### src/rtl/fg_pkg.sv
// Shared definitions for the flow generator blocks.
//   - fg_sched_state_e : scheduler state encoding (FG_SCHED_IDLE/WAIT/ISSUE)
//   - FG_BAL_WIDTH     : width of the signed rate-limiter balance
//   - FG_LEN_WIDTH     : width of flow and burst byte lengths
//   - fg_min_len()     : unsigned minimum of two lengths
package fg_pkg;

    localparam int FG_BAL_WIDTH = 50;
    localparam int FG_LEN_WIDTH = 32;

    typedef enum logic [1:0] {
        FG_SCHED_IDLE  = 2'd0,
        FG_SCHED_WAIT  = 2'd1,
        FG_SCHED_ISSUE = 2'd2
    } fg_sched_state_e;

    function automatic logic [FG_LEN_WIDTH-1:0] fg_min_len(
        input logic [FG_LEN_WIDTH-1:0] a,
        input logic [FG_LEN_WIDTH-1:0] b
    );
        return (a < b) ? a : b;
    endfunction

endpackage

### src/rtl/fg_rate_limiter.sv
// Leaky-bucket rate limiter for the flow scheduler.
// Ports:
//   clk, rst   : clock, asynchronous active-high reset
//   load       : hold the balance at zero (scheduler idle / new flow)
//   num, denom : rate numerator (bytes) and denominator (clocks)
//   issue      : a burst handshake happens this clock
//   issue_len  : byte length of the burst being handed over
//   go         : the next burst may be issued (unthrottled or balance >= 0)
module fg_rate_limiter
    import fg_pkg::*;
(
    input  logic                    clk,
    input  logic                    rst,
    input  logic                    load,
    input  logic [15:0]             num,
    input  logic [15:0]             denom,
    input  logic                    issue,
    input  logic [FG_LEN_WIDTH-1:0] issue_len,
    output logic                    go
);

    logic signed [FG_BAL_WIDTH-1:0] bal_q;
    logic signed [FG_BAL_WIDTH-1:0] bal_d;
    logic signed [FG_BAL_WIDTH-1:0] sum;
    logic signed [FG_BAL_WIDTH-1:0] clamped;
    logic signed [FG_BAL_WIDTH-1:0] cost;
    logic        [47:0]             product;
    logic                           unthrottled;

    always_comb begin
        product     = {16'd0, issue_len} * {32'd0, denom};
        sum         = bal_q + $signed({34'd0, num});
        // Credit never rises above zero, so stalls cannot bank bandwidth.
        clamped     = sum[FG_BAL_WIDTH-1] ? sum : '0;
        cost        = issue ? $signed({2'b00, product}) : '0;
        bal_d       = load ? '0 : (clamped - cost);
        unthrottled = (num == 16'd0) || (denom == 16'd0);
        // Deciding on the post-update balance covers both the ISSUE case
        // (with the handshake cost) and the WAIT case (accrual only).
        go          = unthrottled || !bal_d[FG_BAL_WIDTH-1];
    end

    always_ff @(posedge clk or posedge rst) begin
        if (rst) begin
            bal_q <= '0;
        end else begin
            bal_q <= bal_d;
        end
    end

endmodule

### src/rtl/fg_fd_scheduler.sv
// Flow scheduler: accepts one flow descriptor at a time and splits the flow
// into burst descriptors of at most burst_len bytes, paced by fg_rate_limiter
// so the flow averages rate_num/rate_denom bytes per clock.
// Ports:
//   clk, rst                 : clock, asynchronous active-high reset
//   input_fd_*               : flow descriptor handshake (ready only in IDLE)
//   output_bd_*              : registered burst descriptor handshake
//   busy                     : scheduler is working on a flow
// Optional (macro FG_FD_SCHEDULER_STATS_EN):
//   stat_burst_count [31:0]  : free-running count of burst handshakes
//   stat_byte_count  [63:0]  : free-running sum of handed-over burst bytes
module fg_fd_scheduler
    import fg_pkg::*;
#(
    parameter int DEST_WIDTH = 8
)
(
    input  logic                    clk,
    input  logic                    rst,
    input  logic                    input_fd_valid,
    output logic                    input_fd_ready,
    input  logic [DEST_WIDTH-1:0]   input_fd_dest,
    input  logic [15:0]             input_fd_rate_num,
    input  logic [15:0]             input_fd_rate_denom,
    input  logic [FG_LEN_WIDTH-1:0] input_fd_len,
    input  logic [FG_LEN_WIDTH-1:0] input_fd_burst_len,
    output logic                    output_bd_valid,
    input  logic                    output_bd_ready,
    output logic [DEST_WIDTH-1:0]   output_bd_dest,
    output logic [FG_LEN_WIDTH-1:0] output_bd_len,
    output logic                    busy
`ifdef FG_FD_SCHEDULER_STATS_EN
    ,
    output logic [31:0]             stat_burst_count,
    output logic [63:0]             stat_byte_count
`endif
);

    fg_sched_state_e          state_q, state_d;
    logic [FG_LEN_WIDTH-1:0]  rem_q, rem_d;
    logic [FG_LEN_WIDTH-1:0]  blen_q, blen_d;
    logic [15:0]              num_q, num_d;
    logic [15:0]              denom_q, denom_d;
    logic [DEST_WIDTH-1:0]    dest_q, dest_d;
    logic                     valid_q, valid_d;
    logic [FG_LEN_WIDTH-1:0]  len_q, len_d;

    logic                     accept;
    logic                     hs;
    logic                     go;
    logic [FG_LEN_WIDTH-1:0]  rem_after;
    logic [FG_LEN_WIDTH-1:0]  new_blen;

    assign input_fd_ready  = (state_q == FG_SCHED_IDLE) && !rst;
    assign output_bd_valid = valid_q;
    assign output_bd_dest  = dest_q;
    assign output_bd_len   = len_q;
    assign busy            = (state_q != FG_SCHED_IDLE);

    fg_rate_limiter u_rate (
        .clk       (clk),
        .rst       (rst),
        .load      (state_q == FG_SCHED_IDLE),
        .num       (num_q),
        .denom     (denom_q),
        .issue     (hs),
        .issue_len (len_q),
        .go        (go)
    );

    always_comb begin
        state_d   = state_q;
        rem_d     = rem_q;
        blen_d    = blen_q;
        num_d     = num_q;
        denom_d   = denom_q;
        dest_d    = dest_q;
        valid_d   = valid_q;
        len_d     = len_q;
        accept    = input_fd_valid && input_fd_ready;
        hs        = valid_q && output_bd_ready;
        rem_after = rem_q - len_q;
        // burst_len of zero means the whole flow goes out as one burst
        new_blen  = (input_fd_burst_len == '0) ? input_fd_len : input_fd_burst_len;

        case (state_q)
            FG_SCHED_IDLE: begin
                if (accept) begin
                    dest_d  = input_fd_dest;
                    num_d   = input_fd_rate_num;
                    denom_d = input_fd_rate_denom;
                    rem_d   = input_fd_len;
                    blen_d  = new_blen;
                    // A zero-length flow is consumed without producing a burst.
                    if (input_fd_len != '0) begin
                        state_d = FG_SCHED_ISSUE;
                        valid_d = 1'b1;
                        len_d   = fg_min_len(new_blen, input_fd_len);
                    end
                end
            end
            FG_SCHED_ISSUE: begin
                if (hs) begin
                    rem_d = rem_after;
                    if (rem_after == '0) begin
                        state_d = FG_SCHED_IDLE;
                        valid_d = 1'b0;
                    end else begin
                        len_d = fg_min_len(blen_q, rem_after);
                        if (go) begin
                            state_d = FG_SCHED_ISSUE;
                            valid_d = 1'b1;
                        end else begin
                            state_d = FG_SCHED_WAIT;
                            valid_d = 1'b0;
                        end
                    end
                end
            end
            FG_SCHED_WAIT: begin
                if (go) begin
                    state_d = FG_SCHED_ISSUE;
                    valid_d = 1'b1;
                end
            end
            default: begin
                state_d = FG_SCHED_IDLE;
                valid_d = 1'b0;
            end
        endcase
    end

    always_ff @(posedge clk or posedge rst) begin
        if (rst) begin
            state_q <= FG_SCHED_IDLE;
            rem_q   <= '0;
            blen_q  <= '0;
            num_q   <= '0;
            denom_q <= '0;
            dest_q  <= '0;
            valid_q <= 1'b0;
            len_q   <= '0;
        end else begin
            state_q <= state_d;
            rem_q   <= rem_d;
            blen_q  <= blen_d;
            num_q   <= num_d;
            denom_q <= denom_d;
            dest_q  <= dest_d;
            valid_q <= valid_d;
            len_q   <= len_d;
        end
    end

`ifdef FG_FD_SCHEDULER_STATS_EN
    logic [31:0] burst_cnt_q, burst_cnt_d;
    logic [63:0] byte_cnt_q, byte_cnt_d;

    assign stat_burst_count = burst_cnt_q;
    assign stat_byte_count  = byte_cnt_q;

    always_comb begin
        burst_cnt_d = burst_cnt_q;
        byte_cnt_d  = byte_cnt_q;
        if (hs) begin
            burst_cnt_d = burst_cnt_q + 32'd1;
            byte_cnt_d  = byte_cnt_q + {32'd0, len_q};
        end
    end

    always_ff @(posedge clk or posedge rst) begin
        if (rst) begin
            burst_cnt_q <= '0;
            byte_cnt_q  <= '0;
        end else begin
            burst_cnt_q <= burst_cnt_d;
            byte_cnt_q  <= byte_cnt_d;
        end
    end
`endif

endmodule

### config.mk
export PLATFORM = sky130hd
export DESIGN_NAME = fg_fd_scheduler
export DESIGN_NICKNAME = d
export VERILOG_FILES = /design/src/rtl/fg_pkg.sv /design/src/rtl/fg_rate_limiter.sv /design/src/rtl/fg_fd_scheduler.sv
export SDC_FILE = /design/constraint.sdc
export NUM_CORES = 2
export LEC_CHECK = 0
export CAP_MARGIN = 20
export CORE_MARGIN = 4
export CORE_UTILIZATION = 50
export CTS_CLUSTER_DIAMETER = 80
export DETAILED_ROUTE_END_ITERATION = 12
export GPL_ROUTABILITY_DRIVEN = 0
export PLACE_DENSITY_LB_ADDON = 0.3
export SLEW_MARGIN = 40
export SYNTH_ARGS = -nofsm -noshare
export SYNTH_HDL_FRONTEND = slang
export SYNTH_SLANG_ARGS = --single-unit
### constraint.sdc
create_clock -name clk -period 10.7 [get_ports clk]
set_input_delay 1.605 -clock clk [delete_from_list [all_inputs] [get_ports clk]]
set_output_delay 1.605 -clock clk [all_outputs]
set_load 0.02 [all_outputs]
==> images/clock_wires.png <==
Drawn at 2 px/um.
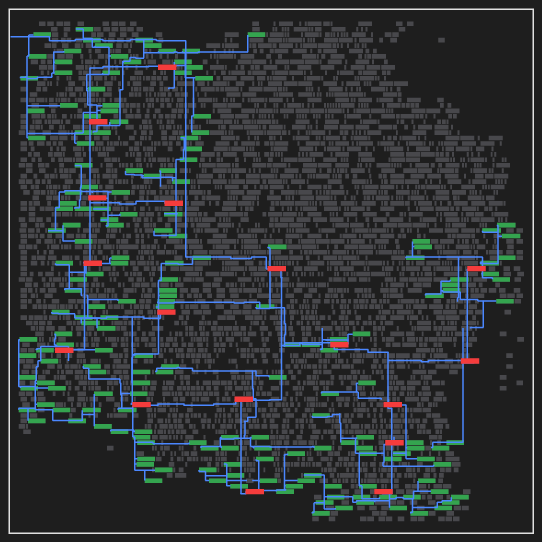
[blue] clock wires | length: 3420 um
[green] flip-flops | count: 188
[red] clock-net drivers | count: 17
flops lie: spread over the die

==> images/clock_nets.png <==
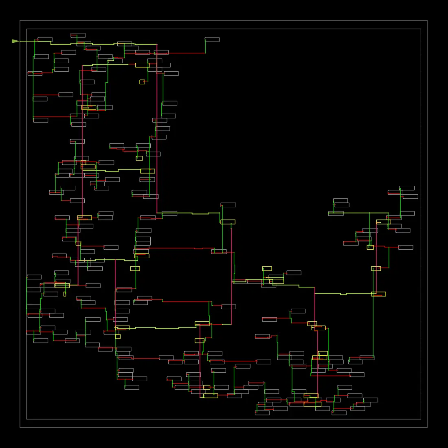
clkbuf count: 18
Clock Sinks: 188

==> metrics.yaml <==
status:
  status: "finished, final reports clean"
sta:
  finalCritPeriodShare: 0.910
  final.min_clock_period_ps: 9740
  fmax_mhz: 103
  setup_slack_ps: 958
  worst_slew_pin_slew_ps: 866
clock_tree:
  clkLatencyLatePin_ps: 520
critical_path:
  cp_data_required_time_ps: 11110
floorplanning:
  initial_core_util: 0.506
  die_area_mm2: 0.0682
run:
  tool_warnings: 26
grt:
  antenna_found_initial: 1
  grt_use_total: 0.277
  grt.overflow.total: 0
synth:
  ff_type: "dfrtp_1"
  ys_types: 73
min_path:
  worstHoldPathType: "flop to flop"
cells_and_area:
  drive_gt1_frac: 0.0580
  fin_cells: 4688
==> images/pinout.png <==
Drawn at 1 px/um. Pins as bars across the die edge, other pins in gray.
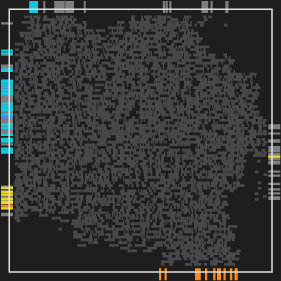
[cyan] input_fd_burst_len | pins: 32 | direction: input | edge: 26 left, 6 top
[yellow] input_fd_dest | pins: 8 | direction: input | edge: 7 left, 1 right
[orange] input_fd_rate_num | pins: 16 | direction: input | edge: 15 bottom, 1 left
[blue] output_bd_valid | pins: 1 | direction: output | edge: left
all pins by edge: 75 left, 37 top, 24 right, 15 bottom

==> images/class_map.png <==
Drawn at 1.5 px/um. Fill, decap, tap and diode cells in gray.
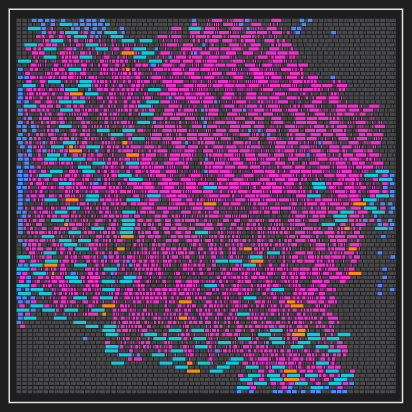
[orange] clock drivers and dummy loads | cells: 32
[cyan] sequential cells | cells: 188
[magenta] remaining logic cells | cells: 3426
[blue] remaining buffers and delay cells | cells: 196

## final cells by class
cell class	count	area, um^2
Fill cell	5848	28300
Sequential cell	188	4740
Clock buffer	18	429
Timing Repair Buffer	196	1860
Multi-Input combinational cell	2865	24600
Tap cell	846	1060
Clock inverter	14	196
Inverter	561	2110
## flip-flops by register name (all words and copies together), names as in the netlist
name,count
blen_q,32
denom_q,16
num_q,16
output_bd_dest,8
output_bd_len,32
rem_q,32
state_q,2
u_rate.bal_q,50
## per-layer routing
layer / global-route usage / share of wire / vias up
li1: - / - / 12400
met1: 0.359 / 0.40 / 13400
met2: 0.455 / 0.47 / 1056
met3: 0.0411 / 0.070 / 238
met4: 0.140 / 0.055 / 0
met5: 0 / 0 / -
## path summary, 6_finish.rpt
check,start,to,slack [ps]
setup reg to reg,output_bd_len[15],state_q[1],960
hold reg to reg,rem_q[20],rem_q[20],490
hold / removal,rem_q[20],rem_q[20],490
setup / recovery,output_bd_len[15],state_q[1],960
max in group asynchronous,rst,denom_q[12],8090
min in group asynchronous,rst,output_bd_dest[7],1520
## worst max-delay path, delay by kind of cell, from the launching register on
| kind | cells | cell delay [ps] |
|---|---|---|
| flops | 1 | 790 |
| compound gates | 10 | 2780 |
| buf+inv | 4 | 470 |
| xor+xnor | 2 | 320 |
| fa+ha+maj | 8 | 3730 |
| simple gates | 10 | 1540 |
